==> config.mk <==
export PLATFORM = sky130hd
export DESIGN_NAME = keypad_display_unit
export DESIGN_NICKNAME = d
export VERILOG_FILES = /design/src/rtl/keypad_display_pkg.sv /design/src/rtl/keypad_display_unit_seg7_decoder.sv /design/src/rtl/keypad_display_unit.sv
export SDC_FILE = /design/constraint.sdc
export NUM_CORES = 1
export LEC_CHECK = 0
export CAP_MARGIN = 40
export CELL_PAD_IN_SITES_DETAIL_PLACEMENT = 1
export CELL_PAD_IN_SITES_GLOBAL_PLACEMENT = 1
export CORE_MARGIN = 5
export CORE_UTILIZATION = 46
export DETAILED_ROUTE_END_ITERATION = 16
export PLACE_DENSITY_LB_ADDON = 0.1
export SLEW_MARGIN = 20
export SYNTH_ARGS = -nofsm -noshare
export SYNTH_HDL_FRONTEND = slang
export SYNTH_SLANG_ARGS = --single-unit
==> constraint.sdc <==
create_clock -name clk -period 3.9 [get_ports clk]
set_input_delay 0.39 -clock clk [delete_from_list [all_inputs] [get_ports clk]]
set_output_delay 0.39 -clock clk [all_outputs]
set_load 0.02 [all_outputs]
==> src/rtl/keypad_display_pkg.sv <==
// Shared types and constants for the keypad scanner and 7-segment display unit.
package keypad_display_pkg;

    typedef enum logic [1:0] {
        COL0 = 2'd0,
        COL1 = 2'd1,
        COL2 = 2'd2,
        COL3 = 2'd3
    } col_state_e;

    localparam logic [3:0] KEY_A    = 4'd10;
    localparam logic [3:0] KEY_B    = 4'd11;
    localparam logic [3:0] KEY_C    = 4'd12;
    localparam logic [3:0] KEY_D    = 4'd13;
    localparam logic [3:0] KEY_STAR = 4'd14;
    localparam logic [3:0] KEY_HASH = 4'd15;

    // Active-low glyphs, bit order {g,f,e,d,c,b,a}.
    localparam logic [6:0] SEG_0     = 7'b1000000;
    localparam logic [6:0] SEG_1     = 7'b1111001;
    localparam logic [6:0] SEG_2     = 7'b0100100;
    localparam logic [6:0] SEG_3     = 7'b0110000;
    localparam logic [6:0] SEG_4     = 7'b0011001;
    localparam logic [6:0] SEG_5     = 7'b0010010;
    localparam logic [6:0] SEG_6     = 7'b0000010;
    localparam logic [6:0] SEG_7     = 7'b1111000;
    localparam logic [6:0] SEG_8     = 7'b0000000;
    localparam logic [6:0] SEG_9     = 7'b0010000;
    localparam logic [6:0] SEG_BLANK = 7'b1111111;

    function automatic logic [3:0] column_drive(input col_state_e s);
        logic [3:0] drive;
        case (s)
            COL0:    drive = 4'b1110;
            COL1:    drive = 4'b1101;
            COL2:    drive = 4'b1011;
            default: drive = 4'b0111;
        endcase
        return drive;
    endfunction

    function automatic logic [3:0] key_lookup(input logic [1:0] row, input col_state_e col);
        logic [3:0] code;
        case ({row, col})
            4'b00_00: code = 4'd1;
            4'b00_01: code = 4'd2;
            4'b00_10: code = 4'd3;
            4'b00_11: code = KEY_A;
            4'b01_00: code = 4'd4;
            4'b01_01: code = 4'd5;
            4'b01_10: code = 4'd6;
            4'b01_11: code = KEY_B;
            4'b10_00: code = 4'd7;
            4'b10_01: code = 4'd8;
            4'b10_10: code = 4'd9;
            4'b10_11: code = KEY_C;
            4'b11_00: code = KEY_STAR;
            4'b11_01: code = 4'd0;
            4'b11_10: code = KEY_HASH;
            default:  code = KEY_D;
        endcase
        return code;
    endfunction

endpackage

==> src/rtl/keypad_display_unit_seg7_decoder.sv <==
// BCD nibble to active-low 7-segment pattern; non-decimal values blank the digit.
module seg7_decoder
    import keypad_display_pkg::*;
(
    input  logic [3:0] digit,
    output logic [6:0] seg
);

    always_comb begin
        case (digit)
            4'd0:    seg = SEG_0;
            4'd1:    seg = SEG_1;
            4'd2:    seg = SEG_2;
            4'd3:    seg = SEG_3;
            4'd4:    seg = SEG_4;
            4'd5:    seg = SEG_5;
            4'd6:    seg = SEG_6;
            4'd7:    seg = SEG_7;
            4'd8:    seg = SEG_8;
            4'd9:    seg = SEG_9;
            default: seg = SEG_BLANK;
        endcase
    end

endmodule

==> src/rtl/keypad_display_unit.sv <==
// 4x4 keypad column scanner with row debounce and key strobe, plus a
// 3-digit multiplexed 7-segment driver for the BCD result.
module keypad_display_unit
    import keypad_display_pkg::*;
#(
    parameter int SCAN_DIV        = 27000,
    parameter int DEBOUNCE_CYCLES = 270000,
    parameter int REFRESH_DIV     = 27000
) (
    input  logic        clk,
    input  logic        n_reset,
    input  logic [3:0]  filas_raw,
    input  logic [11:0] cdu,
    output logic [3:0]  columnas,
    output logic [3:0]  sample,
    output logic [3:0]  key_code,
    output logic        key_valid,
    output logic [2:0]  a,
    output logic [6:0]  d
);

    localparam int SCAN_W = $clog2(SCAN_DIV);
    localparam int DB_W   = $clog2(DEBOUNCE_CYCLES);
    localparam int REF_W  = $clog2(REFRESH_DIV);

    localparam logic [SCAN_W-1:0] SCAN_LAST = SCAN_W'(SCAN_DIV - 1);
    localparam logic [SCAN_W-1:0] SCAN_ONE  = SCAN_W'(1);
    localparam logic [DB_W-1:0]   DB_LAST   = DB_W'(DEBOUNCE_CYCLES - 1);
    localparam logic [DB_W-1:0]   DB_ONE    = DB_W'(1);
    localparam logic [REF_W-1:0]  REF_LAST  = REF_W'(REFRESH_DIV - 1);
    localparam logic [REF_W-1:0]  REF_ONE   = REF_W'(1);

    function automatic logic [1:0] lowest_row(input logic [3:0] rows);
        logic [1:0] idx;
        if (rows[0])      idx = 2'd0;
        else if (rows[1]) idx = 2'd1;
        else if (rows[2]) idx = 2'd2;
        else              idx = 2'd3;
        return idx;
    endfunction

    logic [3:0]        row_meta;
    logic [3:0]        row_sync;
    logic [DB_W-1:0]   db_cnt  [4];
    logic [DB_W-1:0]   db_next [4];
    logic [3:0]        sample_next;
    logic              accept;
    logic              busy;
    col_state_e        state;
    logic [SCAN_W-1:0] scan_cnt;
    logic [REF_W-1:0]  ref_cnt;
    logic [1:0]        dig_sel;
    logic [3:0]        nibble;

    always_ff @(posedge clk or negedge n_reset) begin
        if (!n_reset) begin
            row_meta <= '0;
            row_sync <= '0;
        end else begin
            row_meta <= ~filas_raw;
            row_sync <= row_meta;
        end
    end

    // A row only flips after DEBOUNCE_CYCLES consecutive cycles of disagreement.
    always_comb begin
        sample_next = sample;
        for (int i = 0; i < 4; i++) begin
            db_next[i] = '0;
            if (row_sync[i] != sample[i]) begin
                if (db_cnt[i] == DB_LAST) sample_next[i] = row_sync[i];
                else                      db_next[i] = db_cnt[i] + DB_ONE;
            end
        end
    end

    assign accept = (sample == 4'b0000) && (sample_next != 4'b0000);

    always_ff @(posedge clk or negedge n_reset) begin
        if (!n_reset) begin
            sample    <= '0;
            key_valid <= 1'b0;
            key_code  <= '0;
            for (int i = 0; i < 4; i++) db_cnt[i] <= '0;
        end else begin
            sample    <= sample_next;
            key_valid <= accept;
            if (accept) key_code <= key_lookup(lowest_row(sample_next), state);
            for (int i = 0; i < 4; i++) db_cnt[i] <= db_next[i];
        end
    end

    // A row is only seen during its own column window, so the scan must
    // stop as soon as activity reaches the synchronizer, not only once the
    // (much slower) debounced sample confirms it.
    assign busy = (sample != 4'b0000) || (row_sync != 4'b0000);

    always_ff @(posedge clk or negedge n_reset) begin
        if (!n_reset) begin
            state    <= COL0;
            scan_cnt <= '0;
        end else if (busy) begin
            scan_cnt <= '0;
        end else if (scan_cnt == SCAN_LAST) begin
            scan_cnt <= '0;
            case (state)
                COL0:    state <= COL1;
                COL1:    state <= COL2;
                COL2:    state <= COL3;
                default: state <= COL0;
            endcase
        end else begin
            scan_cnt <= scan_cnt + SCAN_ONE;
        end
    end

    assign columnas = column_drive(state);

    always_ff @(posedge clk or negedge n_reset) begin
        if (!n_reset) begin
            ref_cnt <= '0;
            dig_sel <= 2'd0;
        end else if (ref_cnt == REF_LAST) begin
            ref_cnt <= '0;
            dig_sel <= (dig_sel == 2'd2) ? 2'd0 : dig_sel + 2'd1;
        end else begin
            ref_cnt <= ref_cnt + REF_ONE;
        end
    end

    assign a = ~(3'b001 << dig_sel);

    always_comb begin
        case (dig_sel)
            2'd0:    nibble = cdu[3:0];
            2'd1:    nibble = cdu[7:4];
            default: nibble = cdu[11:8];
        endcase
    end

    seg7_decoder u_seg7_decoder (
        .digit (nibble),
        .seg   (d)
    );

endmodule

**Run 1: local utilization**

Bar = 50 um. The die is cut into 13 by 13 equal tiles; white is low, dark blue is high, 0 to 100% covered.
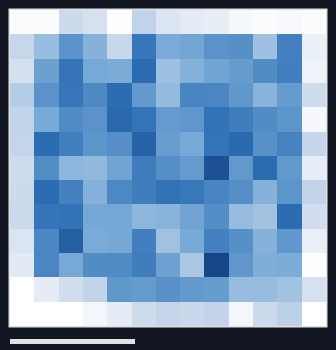
The fullest tile reaches 91%. The densest ninth of the die: centre. The mean over all tiles is 45%. 5.9% of the tiles are nearly empty.
Final Core Density: 56.2%
Core Box Area: 0.0132 sq mm
starting density of the core: 46.9%

**Run 1: placed standard cells**

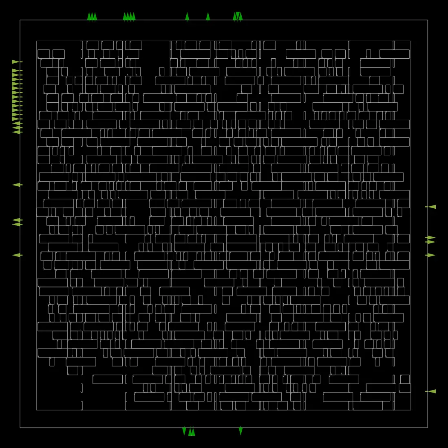
row count: 42
TAP cells: 176
Layout Cells excl Fill: 875
Fillers: 1481

==> impl_metrics.json, run 1 <==
{
  "cts_root_buf": "clkbuf_16",
  "grt_pass1_vias": 5165,
  "drive_gt1_share_pct": 6.44,
  "ys_chip_area_sq_mm": 0.00621,
  "ys_cells": 636,
  "hold_class": "reg -> reg",
  "p_sw_share_pct": 22.9,
  "postSynth.asyncResetShare_pct": 100,
  "drt_first_iter_violations": 239,
  "synth_area_leader_cell": "dfrtp_1",
  "yosysWarnings": 0,
  "cp_data_required_time_ns": 3.51,
  "status": "finished, final reports clean",
  "dp.cells": 842,
  "area_growth_pct": 19.9,
  "fp.dieH_um": 126,
  "fin_worst_skew_ns": 0.00723,
  "r2r-end": "key_code[0]$_DFFE_PN0P_",
  "grt.met1_usage_pct": 23.5,
  "critPathKind": "reg -> out",
  "gp_congestion": 0.786,
  "critPathLaunch": "dig_sel[0]$_DFFE_PN0N_",
  "clock_latency_ns": 0.43,
  "cellLeakagePower_nw": 3.25,
  "grt.busiest_layer": "met2",
  "p_per_area_mw_per_mm2": 417,
  "area_leaders": "dfrtp_1, xor2_1, nor2_1",
  "yosysTopAreaCellShare_pct": 51.2,
  "grtUsageTotal_pct": 19.5,
  "hold_viol_final": 0,
  "post_cts_buffers": 0,
  "dieArea_sq_mm": 0.0159,
  "cts_tree": "built",
  "synthCells": 636,
  "p_int_w": 0.00239,
  "ir_drop_v": 0.000296,
  "p_sw_w": 0.000710,
  "grt_pass1_wl_mm": 25.1,
  "reg2regPathDepth": 7,
  "htree_levels": 4,
  "tool_warnings": 35,
  "r2r_slack_ns": 0.90,
  "dpl-instance-area_sq_mm": 0.00682,
  "path_clk_slew_ns": 0.06,
  "hold_slack_ns": 0.348
}
**Run 1: nets reached from selected ports**

Bar = 50 um.
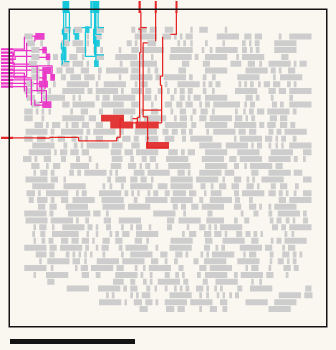
Key: magenta = `cdu` [bits 12, direction input, end cells 8, buffers 12, wire 212 um]; red = `key_code` [bits 4, direction output, end cells 4, buffers 4, wire 235 um]; cyan = `d` [bits 7, direction output, end cells 7, buffers 7, wire 141 um]
Port Buffers: 40
io pins: 41

## run 1: power by group through the flow
stage,combinational [W],clock [W],sequential [W]
6_report,0.000126,0.00163,0.00135
5_1_grt,0.000144,0.00173,0.00135
4_1_cts,0.000131,0.00166,0.00135
3_5_place_dp,0.000129,0,0.00137
3_3_place_gp,0.000121,0,0.00137
2_1_floorplan,0.0000550,0,0.00137
## run 1: stage by stage
step           total power [W]  util, %
6_report               0.00310     56.2
5_1_grt                0.00322     56.2
4_1_cts                0.00314     56.2
3_5_place_dp           0.00150     51.5
3_3_place_gp           0.00149     51.3
2_1_floorplan          0.00142        -
## run 1: logic make-up (layout without fill, tap and decap cells)
family	Yosys count	count (layout)	synth area share (%)
and+or+nand+nor	308	308	23.8
DFF	127	127	51.2
xor gates and xnor gates	90	90	12.7
AOI/OAI and AO/OA	38	38	3.33
buffers and inverters	38	101	2.42
muxes	18	18	3.12
adders and majority gates	17	17	3.43
## run 1: layer usage
layer	vias to the layer above	share of wire [%]
met5	-	0
met4	0	1.1
met3	13	3.4
met2	57	53
met1	2384	43
li1	2251	-
## run 1: worst min path at each step
stage | slack (ns) | to | startpoint
finish | 0.35 | row_sync[1]$_DFF_PN0_ | row_meta[1]$_DFF_PN0_
global route | 0.36 | row_sync[1]$_DFF_PN0_ | row_meta[1]$_DFF_PN0_
CTS | 0.35 | row_sync[1]$_DFF_PN0_ | row_meta[1]$_DFF_PN0_
detailed placement | 0.34 | row_sync[1]$_DFF_PN0_ | row_meta[1]$_DFF_PN0_
global placement | 0.34 | row_sync[2]$_DFF_PN0_ | row_meta[2]$_DFF_PN0_
floorplan | 0.09 | db_cnt[0]$_DFF_PN0_ | n_reset
## run 1: critical path: stages (launching register included)
cell and delay (ns):
dfrtp_1 0.49, mux2i_1 0.22, nor2_1 0.05, a21oi_1 0.36, inv_1 0.12, ha_1 0.23, nor2_1 0.11, a21oi_1 0.05
a21oi_1 0.15, clkdlybuf4s50_1 0.62
## run 1: state kept, by name (all words and copies together) (netlist names)
signal	count
dig_sel	2
db_cnt	76
key_code	4
scan_cnt	15
row_meta	4
row_sync	4
key_valid	1
ref_cnt	15
state	2
sample	4
## run 1: placed cells by master, fill, tap and decap left out, types with 5 or more instances in the layout
cell             instances
nand2_1                 52
nand4_1                 14
clkbuf_16               17
and3_1                  21
nand3_1                 40
nor4_1                   9
dfrtp_1                127
o21ai_0                 11
ha_1                    17
mux2i_1                 13
nor2_1                 122
nor3_1                   7
or3_1                   10
a21oi_1                 22
inv_1                   24
xnor2_1                 31
xor2_1                  59
nor2b_1                  5
clkdlybuf4s50_1         39
## run 1: layout make-up
class / instances / area, sq um / area share (%)
inverters: 24 / 90.1 / 1.21
clock inverters: 15 / 186 / 2.50
flip-flops and latches: 127 / 3180 / 42.7
multi-input cells: 471 / 2890 / 38.9
clock buffers: 17 / 425 / 5.71
repair buffers: 45 / 450 / 6.05
well taps: 176 / 220 / 2.96
## run 1: timing repair
action	in CTS	in global routing
gates resized	0	0
hold endpoints to repair	29	0
hold buffers	1	0
==> inputs of run 2 (changes only) <==
--- a/config.mk
+++ b/config.mk
@@ -9,7 +9,7 @@
 export CELL_PAD_IN_SITES_DETAIL_PLACEMENT = 1
 export CELL_PAD_IN_SITES_GLOBAL_PLACEMENT = 1
 export CORE_MARGIN = 5
-export CORE_UTILIZATION = 46
+export CORE_UTILIZATION = 42
 export DETAILED_ROUTE_END_ITERATION = 16
 export PLACE_DENSITY_LB_ADDON = 0.1
 export SLEW_MARGIN = 20
==> constraint.sdc (replaced) <==
create_clock -name clk -period 2.93 [get_ports clk]
set_input_delay 0.293 -clock clk [delete_from_list [all_inputs] [get_ports clk]]
set_output_delay 0.293 -clock clk [all_outputs]
set_load 0.02 [all_outputs]
**Run 2: local utilization**

Bar = 50 um. The die is cut into 13 by 13 equal tiles; white is low, dark blue is high, 0 to 100% covered.
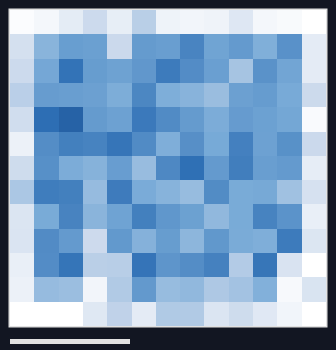
1.2% of the tiles are over 75% full. The mean over all tiles is 42%. The fullest tile reaches 80%. The densest ninth of the die: centre. 4.1% of the tiles are nearly empty.
starting density of the core: 42.7%
Final Core Density: 51.6%
Core Box Area: 0.0145 sq mm

**Run 2: register map, names as in the netlist**

Bar = 50 um.
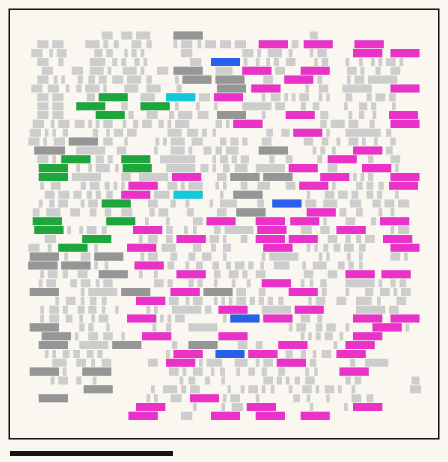
Key: magenta = `db_cnt` [sequential cells 76]; blue = `row_sync` [sequential cells 4]; green = `ref_cnt` [sequential cells 15]; cyan = `state` [sequential cells 2]
Another 30 sequential cells are not coloured.
FF/Latch Area: 0.00318 sq mm
fraction of area in registers: 42.4%

==> impl_metrics.json, run 2 <==
{
  "top_regs": "db_cnt: 76 flops, ref_cnt: 15 flops, scan_cnt: 15 flops",
  "n_antenna_cell": 0,
  "post_cts_buffers": 0,
  "hold_viol_final": 0,
  "area_growth_pct": 20.9,
  "max_slew_margin_pct": 51.2,
  "cp_data_required_time_ns": 2.64,
  "grt_pass1_wl_mm": 24.4,
  "ys_chip_area_sq_mm": 0.00621,
  "largest_register": "db_cnt",
  "mostFrequentLayoutCell": "dfrtp_1",
  "synth_area_leader_cell": "dfrtp_1",
  "p_per_area_mw_per_mm2": 540,
  "largest_register_ffs": 76,
  "gp_congestion": 0.804,
  "dieArea_sq_mm": 0.0173,
  "dp.cells": 856,
  "drive_gt1_share_pct": 7.94,
  "fp.dieH_um": 132,
  "fp_nets": 671,
  "p_total_w": 0.00405,
  "yosysWarnings": 0,
  "ir_drop_v": 0.000403,
  "final_cells": 889,
  "path_clk_slew_ns": 0.06,
  "lay_top_cells": "dfrtp_1, nor2_1, xor2_1",
  "htree_levels": 4,
  "yosysTopAreaCellShare_pct": 51.2,
  "hold_class": "in -> async",
  "postSynth.asyncResetShare_pct": 100,
  "area_leaders": "dfrtp_1, xor2_1, nor2_1",
  "post-place-ws_ns": 0.153,
  "tool_warnings": 35,
  "io-pin-count": 41,
  "rows": 44,
  "clock_latency_ns": 0.41,
  "ys_seq_share_pct": 51.2,
  "ys_cells": 636,
  "status": "finished, final reports clean",
  "cellLeakagePower_nw": 3.32,
  "port_buffers": 40,
  "critPathKind": "reg -> out",
  "cts_root_buf": "clkbuf_16",
  "grtUsageTotal_pct": 16.8,
  "cts_tree": "built"
}
[run 2: repair_timing]
action	in CTS	in global routing
endpoints found under the hold margin	11	0
hold buffers	1	0
resized	3	8
endpoints found under the setup margin	7	7
[run 2: power by group]
| part | internal, W | switching [W] | total, W |
|---|---|---|---|
| clock | 0.00133 | 0.000756 | 0.00209 |
| combinational | 0.0000667 | 0.000102 | 0.000169 |
| sequential | 0.00177 | 0.0000187 | 0.00179 |
| total | 0.00317 | 0.000877 | 0.00405 |
[run 2: layer usage]
| layer | vias to the layer above | track usage, % | share of wire [%] |
|---|---|---|---|
| met1 | 2259 | 22.3 | 48 |
| met3 | 10 | 4.47 | 2.5 |
| met4 | 0 | 4.63 | 1.2 |
| met5 | - | 0 | 0 |
| met2 | 47 | 27.2 | 48 |
| li1 | 2248 | - | - |
[run 2: kinds of logic (layout without fill, tap and decap cells)]
group / count (synthesis) / after routing / synth area share, %
AOI/OAI and AO/OA: 38 / 38 / 3.33
xor gates and xnor gates: 90 / 90 / 12.7
adders and majority gates: 17 / 17 / 3.43
buffers and inverters: 38 / 107 / 2.42
DFF: 127 / 127 / 51.2
muxes: 18 / 18 / 3.12
and+or+nand+nor: 308 / 308 / 23.8
[run 2: final cells by class]
class / instances / area [sq um]
fillers: 1640 / 7030
flip-flops and latches: 127 / 3180
multi-input cells: 471 / 2910
repair buffers: 51 / 504
clock buffers: 21 / 480
well taps: 184 / 230
clock inverters: 11 / 113
inverters: 24 / 90.1
[run 2: critical path, stage by stage, from the launching register on]
cell and delay [ns]:
dfrtp_2 0.44, mux2i_1 0.20, nor2_1 0.06, a21oi_2 0.21, inv_1 0.12, ha_1 0.21
o21ai_0 0.17, a21oi_1 0.08, clkdlybuf4s50_1 0.54
[run 2: final timing paths]
| check | from | endpoint | slack [ns] | cells after the start |
|---|---|---|---|---|
| max | dig_sel[0]$_DFFE_PN0N_ | d[5] | 0.19 | 8 |
| min | n_reset | db_cnt[12]$_DFF_PN0_ | 0.27 | 2 |
| max reg2reg | db_cnt[27]$_DFF_PN0_ | key_code[0]$_DFFE_PN0P_ | 0.20 | 6 |
| min reg2reg | row_meta[3]$_DFF_PN0_ | row_sync[3]$_DFF_PN0_ | 0.35 | 0 |
| max in group asynchronous | n_reset | db_cnt[19]$_DFF_PN0_ | 1.96 | 3 |
| min in group clk | row_meta[3]$_DFF_PN0_ | row_sync[3]$_DFF_PN0_ | 0.35 | 0 |
[run 2: through the flow]
stage               hold WS (ns)  utilization, %
global route               0.276            51.6
CTS                        0.260            51.4
floorplan               -0.00259               -
detailed placement         0.154            47.3
finish                     0.269            51.6
global placement           0.152            47.3
==> inputs of run 3 (changes only) <==
--- a/config.mk
+++ b/config.mk
@@ -5,11 +5,12 @@
 export SDC_FILE = /design/constraint.sdc
 export NUM_CORES = 1
 export LEC_CHECK = 0
-export CAP_MARGIN = 40
+export ABC_AREA = 1
+export CAP_MARGIN = 20
 export CELL_PAD_IN_SITES_DETAIL_PLACEMENT = 1
 export CELL_PAD_IN_SITES_GLOBAL_PLACEMENT = 1
 export CORE_MARGIN = 5
-export CORE_UTILIZATION = 42
+export CORE_UTILIZATION = 41
 export DETAILED_ROUTE_END_ITERATION = 16
 export PLACE_DENSITY_LB_ADDON = 0.1
 export SLEW_MARGIN = 20
**Run 3: PDN straps and rails**

Bar = 50 um. Pins as bars on the die edge. Tap cells in grey.
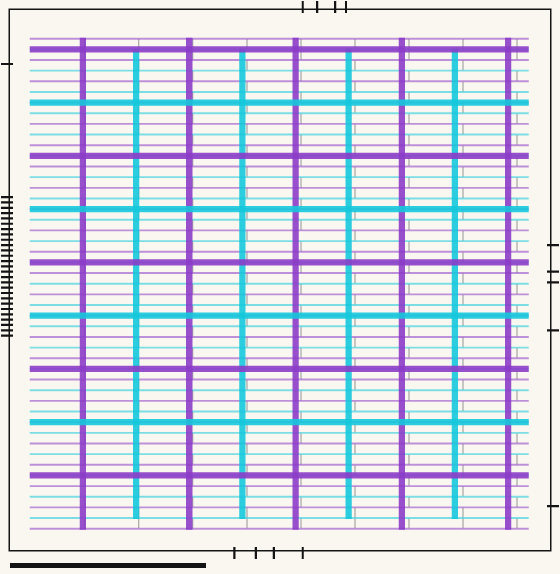
Key: purple = VSS; cyan = VDD
The core has 46 rows. 47 met1 rails follow the rows. 41 signal pins sit on the boundary.
Core Box Area: 0.0159 sq mm
width of the chip: 138 um
Max VDD drop: 0.000385 V

**Run 3: local utilization**

Bar = 50 um. The die is cut into 14 by 14 equal tiles; white is low, dark blue is high, 0 to 100% covered.
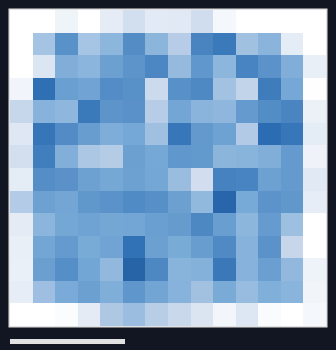
8.7% of the tiles are nearly empty. 1.5% of the tiles are over 75% full. The fullest tile reaches 79%. The mean over all tiles is 41%.
Final Core Density: 50.4%
starting density of the core: 42.1%

==> impl_metrics.json, run 3 <==
{
  "ys_cells": 821,
  "cp_data_required_time_ns": 2.64,
  "dieArea_sq_mm": 0.0190,
  "rows": 46,
  "logic_area_sq_mm": 0.00307,
  "yosysWarnings": 0,
  "yosysTopAreaCellShare_pct": 47.4,
  "ys_chip_area_sq_mm": 0.00671,
  "grt_pass1_vias": 5987,
  "grtUsageTotal_pct": 19.2,
  "pwr-share-clk_pct": 51.4,
  "seqPwrFrac_pct": 44.1,
  "critPathKind": "reg -> out",
  "drt_first_iter_violations": 181,
  "p_int_w": 0.00315,
  "slowest_delay_ns": 0.40,
  "dpl-instance-area_sq_mm": 0.00739,
  "seqCellArea_sq_mm": 0.00318,
  "htree_levels": 4,
  "area_growth_pct": 19.8,
  "gp_congestion": 0.799,
  "fp_nets": 856,
  "hold_class": "reg -> reg",
  "grt_pass1_wl_mm": 28.9,
  "fillCellCount": 1918,
  "p_per_area_mw_per_mm2": 505,
  "fin_worst_skew_ns": 0.0113,
  "status": "finished, final reports clean",
  "largest_register_ffs": 76,
  "io-pin-count": 41,
  "p_sw_w": 0.000909,
  "cp_common_cell": "inv_1",
  "p_sw_share_pct": 22.4,
  "max_slew_margin_pct": 55.2,
  "synth_area_leader_cell": "dfrtp_1",
  "lay_top_cells": "nor2_1, nand2_1, dfrtp_1",
  "final_cells": 1109,
  "pwr-share-comb_pct": 4.4,
  "dp.cells": 1076,
  "port_buffers": 40,
  "cts_root_buf": "clkbuf_16"
}
[run 3: cell types whose count changed after synthesis, sizes merged, moves of 22 or more]
cell	change
inv	+104
xor2	-32
o21ai	+22
nand2	+95
nor3	+26
nor2	+33
[run 3: final timing paths]
kind                                             start                    end  slack (ns)  depth (start not counted)
worst min register to register   row_meta[0]$_DFF_PN0_  row_sync[0]$_DFF_PN0_        0.34                          0
worst max-delay path            dig_sel[0]$_DFFE_PN0N_                   d[5]        0.16                         11
min in group asynchronous                      n_reset   db_cnt[18]$_DFF_PN0_        0.46                          2
worst min-delay path             row_meta[0]$_DFF_PN0_  row_sync[0]$_DFF_PN0_        0.34                          0
max in group asynchronous                      n_reset   state[1]$_DFFE_PN0P_        1.65                          3
worst max register to register     db_cnt[0]$_DFF_PN0_   db_cnt[11]$_DFF_PN0_        0.86                          8
[run 3: cells by family after synthesis]
| family | after synthesis | synth area share [%] |
|---|---|---|
| adder cells (fa/ha/maj) | 17 | 3.17 |
| AND-OR/OR-AND | 82 | 6.70 |
| buffers and inverters | 133 | 7.48 |
| flip-flops | 127 | 47.4 |
| AND/OR/NAND/NOR | 421 | 29.9 |
| XOR/XNOR | 41 | 5.36 |
[run 3: stage by stage]
stage / utilization, % / power (W) / setup slack, ns / hold slack [ns]
6_report: 50.4 / 0.00406 / 0.158 / 0.344
5_1_grt: 50.4 / 0.00422 / -0.0158 / 0.337
4_1_cts: 50.1 / 0.00412 / 0.0142 / 0.336
3_5_place_dp: 46.3 / 0.00200 / -0.00932 / 0.340
3_3_place_gp: 46.3 / 0.00199 / 0.150 / 0.339
2_1_floorplan: - / 0.00190 / 0.758 / -0.00259
[run 3: area by class of cell]
cell class | instances | area share (%)
clock buffer | 21 | 5.86
clock inverter | 10 | 1.40
tap | 216 | 3.37
sequential | 127 | 39.6
timing repair buffer | 44 | 5.48
multi-input combinational | 561 | 38.2
inverter | 130 | 6.08
[run 3: metal layers]
layer  track usage, %  part of all wire, %  vias to the layer above
li1                 -                    -                     2738
met1             24.5                   46                     2700
met2             32.6                   49                       54
met3             4.46                  3.1                       21
met4             5.87                  1.4                        0
met5                0                    0                        -
[run 3: worst register-to-register path, cell delays in order (launching register included)]
cell and delay (ns):
dfrtp_1 0.37, ha_1 0.19, nand3_1 0.19, nor3_1 0.32, nand2_1 0.13, nand2_1 0.36
inv_1 0.21, nand2_1 0.13, a21oi_1 0.06
[run 3: what timing repair did]
action	CTS	global route
pin swaps	0	0
resized	10	7
setup buffers	0	1
hold buffers	1	0
endpoints found under the setup margin	7	4
hold endpoints to repair	48	0
[run 3: power by group through the flow]
stage / Combinational (W) / Clock, W / Sequential, W
6_report: 0.000180 / 0.00209 / 0.00179
3_3_place_gp: 0.000173 / 0 / 0.00182
3_5_place_dp: 0.000182 / 0 / 0.00182
5_1_grt: 0.000207 / 0.00223 / 0.00179
4_1_cts: 0.000182 / 0.00215 / 0.00179
2_1_floorplan: 0.0000790 / 0 / 0.00182
No activity file was given, so power comes from the tool's default toggle rates.
